**config.mk**
```make
export PLATFORM = sky130hd
export DESIGN_NAME = mem_wb_stage
export DESIGN_NICKNAME = d
export VERILOG_FILES = /design/src/rtl/mem_wb_stage.sv
export SDC_FILE = /design/constraint.sdc
export NUM_CORES = 1
export LEC_CHECK = 0
export CAP_MARGIN = 20
export CORE_MARGIN = 2
export CORE_UTILIZATION = 30
export DETAILED_ROUTE_END_ITERATION = 8
export PLACE_DENSITY = 0.67
export SLEW_MARGIN = 30
export SYNTH_ARGS = -nofsm -noshare
export SYNTH_HDL_FRONTEND = slang
export SYNTH_SLANG_ARGS = --single-unit
```
**constraint.sdc**
```tcl
create_clock -name clk -period 4.2 [get_ports clk]
set_input_delay 0.84 -clock clk [delete_from_list [all_inputs] [get_ports clk]]
set_output_delay 0.84 -clock clk [all_outputs]
set_load 0.1 [all_outputs]
```
**src/rtl/mem_wb_stage.sv**
```systemverilog
// Memory / writeback stage.
// Issues data-memory loads and stores over a req/ready handshake, formats
// load data, selects register writeback data and stalls upstream while an
// access is outstanding.
//
//  state | meaning
//  ------+----------------------------------------------------------------
//  IDLE  | no access in flight; ALU/jump ops retire, memory ops are issued
//  WAIT  | request outstanding, memory has not answered yet
//  DONE  | memory answered; loads write back from the captured buffer
module mem_wb_stage #(
    parameter int unsigned TIMEOUT = 255
) (
    input  logic        clk,
    input  logic        rst,
    input  logic [31:0] PC_ppl,
    input  logic [31:0] ALU_ppl,
    input  logic [31:0] rdata2_ppl,
    input  logic [31:0] instruction_ppl,
    input  logic [31:0] dmem_rdata,
    input  logic        dmem_ready,
    output logic        dmem_req,
    output logic        dmem_we,
    output logic [31:0] dmem_addr,
    output logic [31:0] dmem_wdata,
    output logic [3:0]  dmem_be,
    output logic        stall,
    output logic        reg_wr,
    output logic [31:0] wdata,
    output logic        mem_fault
);

    // Counter only needs to reach TIMEOUT-1.
    localparam int unsigned CNT_W = (TIMEOUT > 1) ? $clog2(TIMEOUT) : 1;
    localparam logic [CNT_W-1:0] CNT_LAST =
        (TIMEOUT > 0) ? CNT_W'(TIMEOUT - 1) : '0;

    localparam logic [4:0] OP_LOAD  = 5'b00000;
    localparam logic [4:0] OP_STORE = 5'b01000;
    localparam logic [4:0] OP_JAL   = 5'b11011;
    localparam logic [4:0] OP_JALR  = 5'b11001;
    localparam logic [4:0] OP_R     = 5'b01100;
    localparam logic [4:0] OP_I     = 5'b00100;
    localparam logic [4:0] OP_LUI   = 5'b01101;
    localparam logic [4:0] OP_AUIPC = 5'b00101;

    typedef enum logic [1:0] {
        S_IDLE = 2'd0,
        S_WAIT = 2'd1,
        S_DONE = 2'd2
    } state_e;

    state_e           state_q, state_d;
    logic [CNT_W-1:0] cnt_q, cnt_d;
    logic [31:0]      buf_q, buf_d;

    logic [4:0]  opcode;
    logic [2:0]  func3;
    logic [4:0]  rd;
    logic        is_bubble;
    logic        is_load;
    logic        is_store;
    logic        is_mem;
    logic        is_jump;
    logic        is_alu_wr;
    logic        rd_nz;
    logic        misaligned;
    logic        unsupported;
    logic        mem_ok;
    logic        mem_bad;
    logic        timeout_hit;

    logic        req_c;
    logic        stall_c;
    logic        wr_c;
    logic        fault_c;

    logic [31:0] load_fmt;
    logic [3:0]  be_c;
    logic [31:0] st_data_c;

    // Instruction field decode and classification.
    always_comb begin
        opcode    = instruction_ppl[6:2];
        func3     = instruction_ppl[14:12];
        rd        = instruction_ppl[11:7];
        // An all-zero word decodes as a load opcode, so bubbles are
        // excluded explicitly from every class.
        is_bubble = (instruction_ppl == 32'h0);
        is_load   = !is_bubble && (opcode == OP_LOAD);
        is_store  = !is_bubble && (opcode == OP_STORE);
        is_mem    = is_load || is_store;
        is_jump   = !is_bubble && ((opcode == OP_JAL) || (opcode == OP_JALR));
        is_alu_wr = !is_bubble && ((opcode == OP_R)   || (opcode == OP_I)   ||
                                   (opcode == OP_LUI) || (opcode == OP_AUIPC) ||
                                   (opcode == OP_JAL) || (opcode == OP_JALR));
        rd_nz     = (rd != 5'd0);
    end

    // Alignment and func3 legality for memory ops.
    always_comb begin
        misaligned = 1'b0;
        case (func3[1:0])
            2'b00:   misaligned = 1'b0;
            2'b01:   misaligned = ALU_ppl[0];
            2'b10:   misaligned = (ALU_ppl[1:0] != 2'b00);
            default: misaligned = 1'b0;
        endcase

        unsupported = 1'b0;
        if (is_load) begin
            unsupported = (func3 == 3'b011) || (func3 == 3'b110) ||
                          (func3 == 3'b111);
        end else if (is_store) begin
            unsupported = (func3 > 3'b010);
        end

        mem_ok      = is_mem && !misaligned && !unsupported;
        mem_bad     = is_mem && (misaligned || unsupported);
        timeout_hit = (TIMEOUT != 0) && (cnt_q == CNT_LAST);
    end

    // Store lane steering; loads always enable the whole word.
    always_comb begin
        be_c      = 4'hF;
        st_data_c = rdata2_ppl;
        if (is_store) begin
            case (func3[1:0])
                2'b00: begin
                    be_c      = 4'b0001 << ALU_ppl[1:0];
                    st_data_c = {4{rdata2_ppl[7:0]}};
                end
                2'b01: begin
                    be_c      = 4'b0011 << {ALU_ppl[1], 1'b0};
                    st_data_c = {2{rdata2_ppl[15:0]}};
                end
                default: begin
                    be_c      = 4'hF;
                    st_data_c = rdata2_ppl;
                end
            endcase
        end
    end

    // Load data formatting from the captured buffer.
    always_comb begin
        logic [7:0]  sel_b;
        logic [15:0] sel_h;
        sel_b = 8'h0;
        case (ALU_ppl[1:0])
            2'b00:   sel_b = buf_q[7:0];
            2'b01:   sel_b = buf_q[15:8];
            2'b10:   sel_b = buf_q[23:16];
            default: sel_b = buf_q[31:24];
        endcase
        sel_h = ALU_ppl[1] ? buf_q[31:16] : buf_q[15:0];

        load_fmt = buf_q;
        case (func3)
            3'b000:  load_fmt = {{24{sel_b[7]}}, sel_b};
            3'b100:  load_fmt = {24'h0, sel_b};
            3'b001:  load_fmt = {{16{sel_h[15]}}, sel_h};
            3'b101:  load_fmt = {16'h0, sel_h};
            default: load_fmt = buf_q;
        endcase
    end

    // Sequencing: next state, timeout counter, load buffer and handshake.
    always_comb begin
        state_d = state_q;
        cnt_d   = cnt_q;
        buf_d   = buf_q;
        req_c   = 1'b0;
        stall_c = 1'b0;
        wr_c    = 1'b0;
        fault_c = 1'b0;

        case (state_q)
            S_IDLE: begin
                if (mem_ok) begin
                    req_c   = 1'b1;
                    stall_c = 1'b1;
                    cnt_d   = '0;
                    if (dmem_ready) begin
                        buf_d   = dmem_rdata;
                        state_d = S_DONE;
                    end else begin
                        state_d = S_WAIT;
                    end
                end else if (mem_bad) begin
                    // Faulting access retires as a bubble without stalling.
                    fault_c = 1'b1;
                end else if (is_alu_wr && rd_nz) begin
                    wr_c = 1'b1;
                end
            end

            S_WAIT: begin
                if (dmem_ready) begin
                    // A late answer still wins over the timeout.
                    req_c   = 1'b1;
                    stall_c = 1'b1;
                    buf_d   = dmem_rdata;
                    state_d = S_DONE;
                end else if (timeout_hit) begin
                    fault_c = 1'b1;
                    state_d = S_IDLE;
                end else begin
                    req_c   = 1'b1;
                    stall_c = 1'b1;
                    cnt_d   = cnt_q + 1'b1;
                end
            end

            S_DONE: begin
                wr_c    = is_load && rd_nz;
                state_d = S_IDLE;
            end

            default: begin
                state_d = S_IDLE;
            end
        endcase
    end

    // State, counter and load buffer registers.
    always_ff @(posedge clk or posedge rst) begin
        if (rst) begin
            state_q <= S_IDLE;
            cnt_q   <= '0;
            buf_q   <= 32'h0;
        end else begin
            state_q <= state_d;
            cnt_q   <= cnt_d;
            buf_q   <= buf_d;
        end
    end

    // Outputs; control strobes are forced low for the whole reset window.
    always_comb begin
        dmem_req   = req_c   && !rst;
        stall      = stall_c && !rst;
        reg_wr     = wr_c    && !rst;
        mem_fault  = fault_c && !rst;
        dmem_we    = is_store;
        dmem_addr  = {ALU_ppl[31:2], 2'b00};
        dmem_wdata = st_data_c;
        dmem_be    = be_c;
        if (is_load)
            wdata = load_fmt;
        else if (is_jump)
            wdata = PC_ppl + 32'd4;
        else
            wdata = ALU_ppl;
    end

endmodule

```
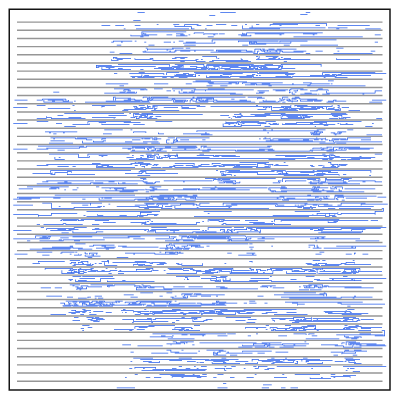
(M1 wires)
(3 px per um) Supply wires on this layer in grey.
The layer holds 43% of the routed length. 789 nets have wire on it. The wires run mostly horizontal.
final WL: 19700 um
GRT met1 Usage: 0.309
detailed-route via count: 5266

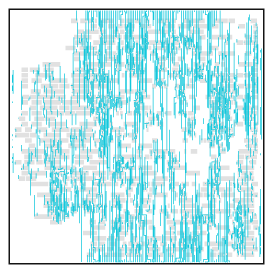
(the metal 2 layer)
(2 px per um)
The layer holds 48% of the routed length. The longest straight run is 66.5 um.
met2 Usage GRT: 0.405

==> results.toml <==
# synthesis and place-and-route metrics
[die]
die_h_um = 126
die_w_um = 126
ios = 268
die-area_um2 = 16000

[clock_network]
cts_sinks = 42
cts_buffer_depth = 2
cts_root_buf = "clkbuf_16"
cts_inserted_buffers = 5
cts_hold_buffers = 0
tritoncts = "done"
clock_latency_ps = 270
cts_setup_buffers = 0

[cells_and_area]
design_area_um2 = 8040
drive_gt1_frac = 0.260
area_growth_pct = 78.7
layout_top_cells = "162 x clkdlybuf4s50_1, 69 x buf_12, 59 x buf_4"
mostFrequentLayoutCell = "clkdlybuf4s50_1"

[synth]
synthDistinctLibCells = 62
netlist.area_leader.share = 0.234
async_reset_ff_frac = 1.00
synth_top_cell_by_count = "nand2_1"
seq_area_frac_synth = 0.234
yosysTopAreaCell = "dfrtp_1"
ys.warnings.count = 0
yosys-stat-cells = 552

[setup_path]
crit_path_top_delay_cell = "a21oi_1"
required_ps = 3360
r2r_cells = 6
cp-startpoint = "instruction_ppl[12]"
path_max_fanout = 16
rr_startpoint = "cnt_q[0]"
start_kind = "input pin"
cp.arrival_ps = 3200
path_cells = "clkdlybuf4s50_1 > inv_1 > ha_1 > buf_4 > nand2b_1 > a21oi_1 > a221oi_1 > o21ai_0 > buf_12"
max_stage_delay_ps = 540
ff2ff_setup_slack_ps = 2230
crit_end = "wdata[6]"
crit_family = "AND-OR/OR-AND gates"
criticalPathCategory = "input pin to output pin"
r2r-end = "cnt_q[1]"

[routing]
met3_wirelength_um = 1140
drtIter0Drc = 330
met2_length_um = 9450
drcViolationCount = 0
topRoutingLayerUsed = "met4"
drtPass1Iterations = 7
viasPerCell = 5.46

[timing]
rsz0062_at_grt = "false"
post-route-period-util = 0.963
slew_viol_final = 0
min_period_ps = 4040
fmax_mhz = 247
max_slew_margin = 0.543
setup_viol_count_final = 0
holdWs_ps = 486
finalHoldViolations = 0
tightestPinTransition_ps = 686
worst_slack_ps = 156

[placed_design]
gp_congestion = 0.940
dp_slack_ps = 125
port_buffers = 265

[worst_hold_path]
hp-class = "flop to flop"

[power_and_ir_drop]
ir_drop_mv = 0.373
powerDensity_nw_per_um2 = 294

[global_routing]
antenna_found_initial = 0
grt_pass1_wl_um = 29700
grt.met3_usage = 0.0245

[status]
status = "complete, no violations"
==> area by class of cell <==
class                   count  area [um2]
well taps                 184         230
clock buffers               6         139
inverters                  17        65.1
fillers                  1289        6550
repair buffers            290        3450
flip-flops and latches     42        1050
clock inverters             1        30.0
multi-input cells         425        3080
==> per-stage QoR <==
step | instances | power, uW | util | setup TNS [ps]
finish | 965 | 2360 | 0.551 | 0
global route | 965 | 2450 | 0.551 | 0
CTS | 965 | 2370 | 0.551 | 0
detailed placement | 958 | 1930 | 0.539 | 0
global placement | 958 | 1920 | 0.539 | 0
floorplan | 553 | 1430 | - | -1320
==> report_power, final <==
group	internal [uW]	switching [uW]	total [uW]	leakage [uW]
combinational	554	734	1290	0.00270
sequential	516	131	646	0.000537
clock	293	134	426	0.0000829
total	1360	998	2360	0.00332
==> cells by family after synthesis <==
logic type	Yosys count	share of synthesized area
buf+inv	86	0.112
xor+xnor	20	0.0389
other cells	1	0.000834
fa+ha+maj	7	0.0195
simple gates	194	0.215
compound gates	156	0.241
mux	46	0.139
flops	42	0.234
==> sequential cells by signal, summed over array words and instances (netlist names) <==
signal / count
cnt_q: 8
state_q: 2
buf_q: 32
==> worst min-delay path by stage <==
| stage | startpoint | cells past startpoint | to | slack (ps) |
|---|---|---|---|---|
| floorplan | cnt_q[7] | 1 | cnt_q[7] | 450 |
| global placement | cnt_q[7] | 1 | cnt_q[7] | 460 |
| detailed placement | cnt_q[7] | 1 | cnt_q[7] | 470 |
| CTS | cnt_q[7] | 1 | cnt_q[7] | 480 |
| global route | cnt_q[7] | 1 | cnt_q[7] | 510 |
| finish | cnt_q[7] | 1 | cnt_q[7] | 490 |
Power figures rest on the tool's default switching activity, not on a simulated workload.
